### config.mk
export PLATFORM = sky130hd
export DESIGN_NAME = cache_refill_engine_flat
export DESIGN_NICKNAME = d
export VERILOG_FILES = /design/src/rtl/cache_refill_engine_if.sv /design/src/rtl/cache_refill_engine.sv /design/src/flat_wrapper.sv
export SDC_FILE = /design/constraint.sdc
export NUM_CORES = 1
export LEC_CHECK = 0
export CORE_AREA = 5 5 165 167
export DETAILED_ROUTE_END_ITERATION = 16
export DIE_AREA = 0 0 170 172
export DONT_BUFFER_PORTS = 1
export GPL_TIMING_DRIVEN = 0
export PLACE_DENSITY_LB_ADDON = 0.3
export SETUP_SLACK_MARGIN = 0.02
export SYNTH_ARGS = -nofsm -noshare
export SYNTH_HDL_FRONTEND = slang
export SYNTH_SLANG_ARGS = --single-unit
### constraint.sdc
create_clock -name clk -period 7.5 [get_ports clk]
set_clock_uncertainty 0.1 [all_clocks]
set_input_delay 1.5 -clock clk [delete_from_list [all_inputs] [get_ports clk]]
set_output_delay 1.5 -clock clk [all_outputs]
set_load 0.005 [all_outputs]
### src/rtl/cache_refill_engine_if.sv
// rtl/cache_refill_engine_if.sv - miss, memory and fill handshake bundle for the refill engine
interface cache_refill_engine_if #(
    parameter int ADDRESS_WIDTH = 32,
    parameter int DATA_WIDTH    = 32,
    parameter int BLOCK_SIZE    = 32
);
    logic                     miss_valid;
    logic                     miss_ready;
    logic [ADDRESS_WIDTH-1:0] miss_addr;
    logic                     mem_req_valid;
    logic                     mem_req_ready;
    logic [ADDRESS_WIDTH-1:0] mem_req_addr;
    logic                     mem_rdata_valid;
    logic [DATA_WIDTH-1:0]    mem_rdata;
    logic                     crit_valid;
    logic [DATA_WIDTH-1:0]    crit_data;
    logic                     fill_valid;
    logic                     fill_ready;
    logic [ADDRESS_WIDTH-1:0] fill_addr;
    logic [BLOCK_SIZE*8-1:0]  fill_line;
    logic                     busy;

    // Engine side
    modport slave (
        input  miss_valid, miss_addr, mem_req_ready, mem_rdata_valid, mem_rdata, fill_ready,
        output miss_ready, mem_req_valid, mem_req_addr, crit_valid, crit_data,
        output fill_valid, fill_addr, fill_line, busy
    );

    // Controller / memory side
    modport master (
        output miss_valid, miss_addr, mem_req_ready, mem_rdata_valid, mem_rdata, fill_ready,
        input  miss_ready, mem_req_valid, mem_req_addr, crit_valid, crit_data,
        input  fill_valid, fill_addr, fill_line, busy
    );
endinterface

### src/rtl/cache_refill_engine.sv
// rtl/cache_refill_engine.sv - critical-word-first wrapping burst refill into a line buffer
module cache_refill_engine #(
    parameter int ADDRESS_WIDTH = 32,
    parameter int DATA_WIDTH    = 32,
    parameter int BLOCK_SIZE    = 32
) (
    input  logic                 clk,
    input  logic                 reset,
    cache_refill_engine_if.slave bus
);
    localparam int NUM_BEATS = BLOCK_SIZE / (DATA_WIDTH / 8);
    localparam int BOFF      = $clog2(DATA_WIDTH / 8);
    localparam int LOFF      = $clog2(BLOCK_SIZE);
    localparam int IW        = (LOFF > BOFF) ? (LOFF - BOFF) : 1;

    localparam logic [IW-1:0]            LAST_IDX  = IW'(NUM_BEATS - 1);
    localparam logic [ADDRESS_WIDTH-1:0] WORD_MASK = {ADDRESS_WIDTH{1'b1}} << BOFF;
    localparam logic [ADDRESS_WIDTH-1:0] LINE_MASK = {ADDRESS_WIDTH{1'b1}} << LOFF;

    typedef enum logic [1:0] {IDLE, REQ, BEATS, FILL} state_t;

    state_t        state;
    logic [IW-1:0] crit_idx;
    logic [IW-1:0] beat_cnt;
    logic [IW-1:0] wr_idx;

    // Masking keeps the wrap a pure index overflow, even for single-beat lines
    assign wr_idx         = (crit_idx + beat_cnt) & LAST_IDX;
    assign bus.miss_ready = (state == IDLE) && !reset;
    assign bus.busy       = (state != IDLE);

    always_ff @(posedge clk) begin
        if (reset) begin
            state             <= IDLE;
            crit_idx          <= '0;
            beat_cnt          <= '0;
            bus.mem_req_valid <= 1'b0;
            bus.mem_req_addr  <= '0;
            bus.crit_valid    <= 1'b0;
            bus.crit_data     <= '0;
            bus.fill_valid    <= 1'b0;
            bus.fill_addr     <= '0;
            bus.fill_line     <= '0;
        end else begin
            bus.crit_valid <= 1'b0;
            case (state)
                IDLE: begin
                    if (bus.miss_valid) begin
                        crit_idx          <= IW'(bus.miss_addr >> BOFF) & LAST_IDX;
                        beat_cnt          <= '0;
                        bus.mem_req_addr  <= bus.miss_addr & WORD_MASK;
                        bus.fill_addr     <= bus.miss_addr & LINE_MASK;
                        bus.mem_req_valid <= 1'b1;
                        state             <= REQ;
                    end
                end
                REQ: begin
                    if (bus.mem_req_ready) begin
                        bus.mem_req_valid <= 1'b0;
                        beat_cnt          <= '0;
                        state             <= BEATS;
                    end
                end
                BEATS: begin
                    if (bus.mem_rdata_valid) begin
                        bus.fill_line[int'(wr_idx) * DATA_WIDTH +: DATA_WIDTH] <= bus.mem_rdata;
                        beat_cnt <= beat_cnt + 1'b1;
                        if (beat_cnt == '0) begin
                            bus.crit_data  <= bus.mem_rdata;
                            bus.crit_valid <= 1'b1;
                        end
                        if (beat_cnt == LAST_IDX) begin
                            bus.fill_valid <= 1'b1;
                            state          <= FILL;
                        end
                    end
                end
                FILL: begin
                    if (bus.fill_ready) begin
                        bus.fill_valid <= 1'b0;
                        state          <= IDLE;
                    end
                end
                default: state <= IDLE;
            endcase
        end
    end
endmodule

### src/flat_wrapper.sv
// flat-port wrapper written by rule: the top's interface ports become plain ports
module cache_refill_engine_flat 
#(
    parameter int ADDRESS_WIDTH = 32,
    parameter int DATA_WIDTH    = 32,
    parameter int BLOCK_SIZE    = 32
)
  (clk, reset, bus_miss_valid, bus_miss_addr, bus_mem_req_ready, bus_mem_rdata_valid, bus_mem_rdata, bus_fill_ready, bus_miss_ready, bus_mem_req_valid, bus_mem_req_addr, bus_crit_valid, bus_crit_data, bus_fill_valid, bus_fill_addr, bus_fill_line, bus_busy);
  cache_refill_engine_if #(.ADDRESS_WIDTH(ADDRESS_WIDTH), .DATA_WIDTH(DATA_WIDTH), .BLOCK_SIZE(BLOCK_SIZE)) bus_i ();
  input  logic clk;
  input  logic reset;
  input wire logic [$bits(bus_i.miss_valid)-1:0] bus_miss_valid;
  input wire logic [$bits(bus_i.miss_addr)-1:0] bus_miss_addr;
  input wire logic [$bits(bus_i.mem_req_ready)-1:0] bus_mem_req_ready;
  input wire logic [$bits(bus_i.mem_rdata_valid)-1:0] bus_mem_rdata_valid;
  input wire logic [$bits(bus_i.mem_rdata)-1:0] bus_mem_rdata;
  input wire logic [$bits(bus_i.fill_ready)-1:0] bus_fill_ready;
  output wire logic [$bits(bus_i.miss_ready)-1:0] bus_miss_ready;
  output wire logic [$bits(bus_i.mem_req_valid)-1:0] bus_mem_req_valid;
  output wire logic [$bits(bus_i.mem_req_addr)-1:0] bus_mem_req_addr;
  output wire logic [$bits(bus_i.crit_valid)-1:0] bus_crit_valid;
  output wire logic [$bits(bus_i.crit_data)-1:0] bus_crit_data;
  output wire logic [$bits(bus_i.fill_valid)-1:0] bus_fill_valid;
  output wire logic [$bits(bus_i.fill_addr)-1:0] bus_fill_addr;
  output wire logic [$bits(bus_i.fill_line)-1:0] bus_fill_line;
  output wire logic [$bits(bus_i.busy)-1:0] bus_busy;
  assign bus_i.miss_valid = bus_miss_valid;
  assign bus_i.miss_addr = bus_miss_addr;
  assign bus_i.mem_req_ready = bus_mem_req_ready;
  assign bus_i.mem_rdata_valid = bus_mem_rdata_valid;
  assign bus_i.mem_rdata = bus_mem_rdata;
  assign bus_i.fill_ready = bus_fill_ready;
  assign bus_miss_ready = bus_i.miss_ready;
  assign bus_mem_req_valid = bus_i.mem_req_valid;
  assign bus_mem_req_addr = bus_i.mem_req_addr;
  assign bus_crit_valid = bus_i.crit_valid;
  assign bus_crit_data = bus_i.crit_data;
  assign bus_fill_valid = bus_i.fill_valid;
  assign bus_fill_addr = bus_i.fill_addr;
  assign bus_fill_line = bus_i.fill_line;
  assign bus_busy = bus_i.busy;
  cache_refill_engine #(.ADDRESS_WIDTH(ADDRESS_WIDTH), .DATA_WIDTH(DATA_WIDTH), .BLOCK_SIZE(BLOCK_SIZE)) u_core (.clk(clk), .reset(reset), .bus(bus_i));
endmodule
cell_classes.png
(2 px per um) Fill, decap, tap and diode cells in gray.
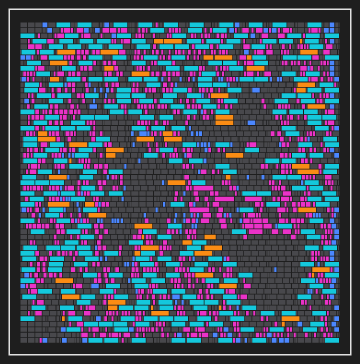
flip-flops: shown in cyan, cells 326, share of their area 47%. clock drivers and dummy loads: shown in orange, cells 61, share of their area 8.6%. other buffers and delay cells: shown in blue, cells 188, share of their area 7.3%. all other logic: shown in magenta, cells 981, share of their area 37%.
Non-Filler Cell Area, Final: 14220 um2
standard-cell row count: 59
Core Util, Final: 55.51%

pins.png
(1.5 px per um) Pins as bars across the die edge, other pins in gray.
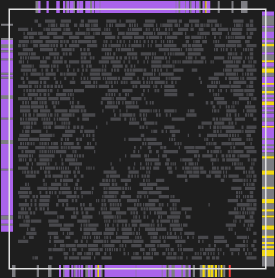
`bus_fill_line`: shown in purple, pins 256, direction output, edge 85 top, 79 left, 61 bottom, 31 right. `bus_miss_valid`: shown in red, pins 1, direction input, edge bottom. `bus_fill_addr`: shown in yellow, pins 32, direction output, edge 25 right, 6 bottom, 1 top.
All pins by edge: 125 right, 106 top, 100 bottom, 96 left.
die extent in y: 172 um
horizontal extent of the die: 170 um
number of input and output port buffers inserted: 0

==> GITHUB_STEP_SUMMARY <==
### Flow metrics

| Metric | Value |
|---|---|
| Result of the run | finished, final reports clean |
| Length in cells of the worst reg-to-reg path | 11 |
| Worst Tran Pin Value | 1.112 ns |
| Yosys Chip Area | 12590 um2 |
| Relative contribution of combinational cells to total power | 16.3% |
| Fraction of registers with async set/reset | 0% |
| Multi-input gate share of the layout cell area | 35.49% |
| Highest metal layer used by the detailed router | met5 |
| Top logic cell by instance count in the layout | sky130_fd_sc_hd__nand2_1 |
| Diode insertion count for antenna repair | 1 |
| Max-area cell share | 51.83% |
| Number of placed cells counting well taps | 1830 |
| Min-Delay Startpoint | u_core.bus.fill_line[21]$_SDFFE_PP0P_ |
| Inverter tally of the final layout excluding the clock network | 9 |
| Mux cell area share | 5.257% |
| Worst path bufs/invs | 3 |
| CP max stage delay | 0.57 ns |
| Count of filler cells inserted in the layout | 2351 |
| Total congestion overflow | 0 |
| Critical path fanouts, max | 10 |
| Average wire per standard cell | 23.62 um |
| Largest cell class by area | registers |
| Data-path buffer share of cell area in the final layout | 7.083% |
| IR drop worst, VDD | 0.2310 mV |
| Adder Area Share | 1.153% |
| Maximum number of pins on one net before global-route repair | 14 |
| Number of violations reported at the end of detailed-routing iteration 0 | 723 |
| Dominant cell type by area after synthesis | sky130_fd_sc_hd__dfxtp_1 |
| Register cell area after layout | 6526 um2 |
| Power after layout | 4328 uW |
met2.png
(2 px per um) Cells faint in the background.
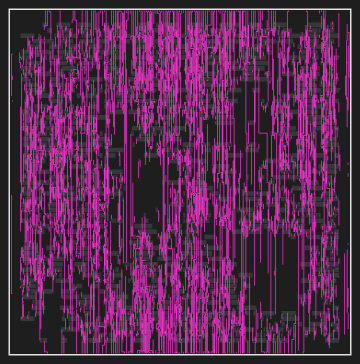
The layer carries 21.4 mm of wire. The layer holds 48% of the routed length.
Total Routed Length: 44690 um
met2 Track Usage GR: 49.44%
via total after detailed routing: 10690

clock_map.png
(3 px per um)
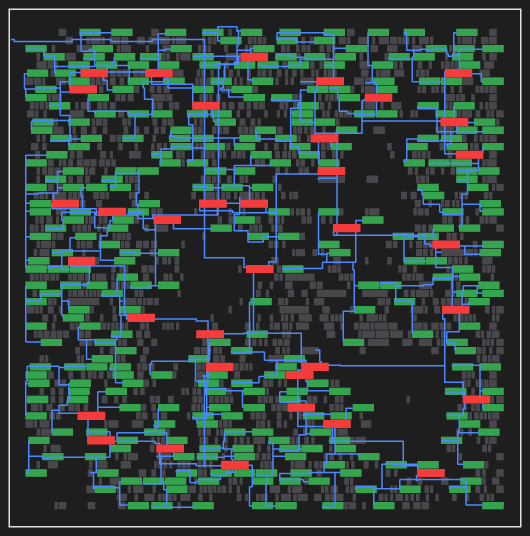
clock wires: shown in blue, length 3840 um. cells driving clock nets: shown in red, count 35. flip-flops: shown in green, count 326.
There are 36 routed clock nets.
power consumed by the clock network: 1760 uW
Clock Latency Late Sink: 0.51 ns
Clk network pwr share: 40.6%

Power is estimated from default activity; no workload was simulated.
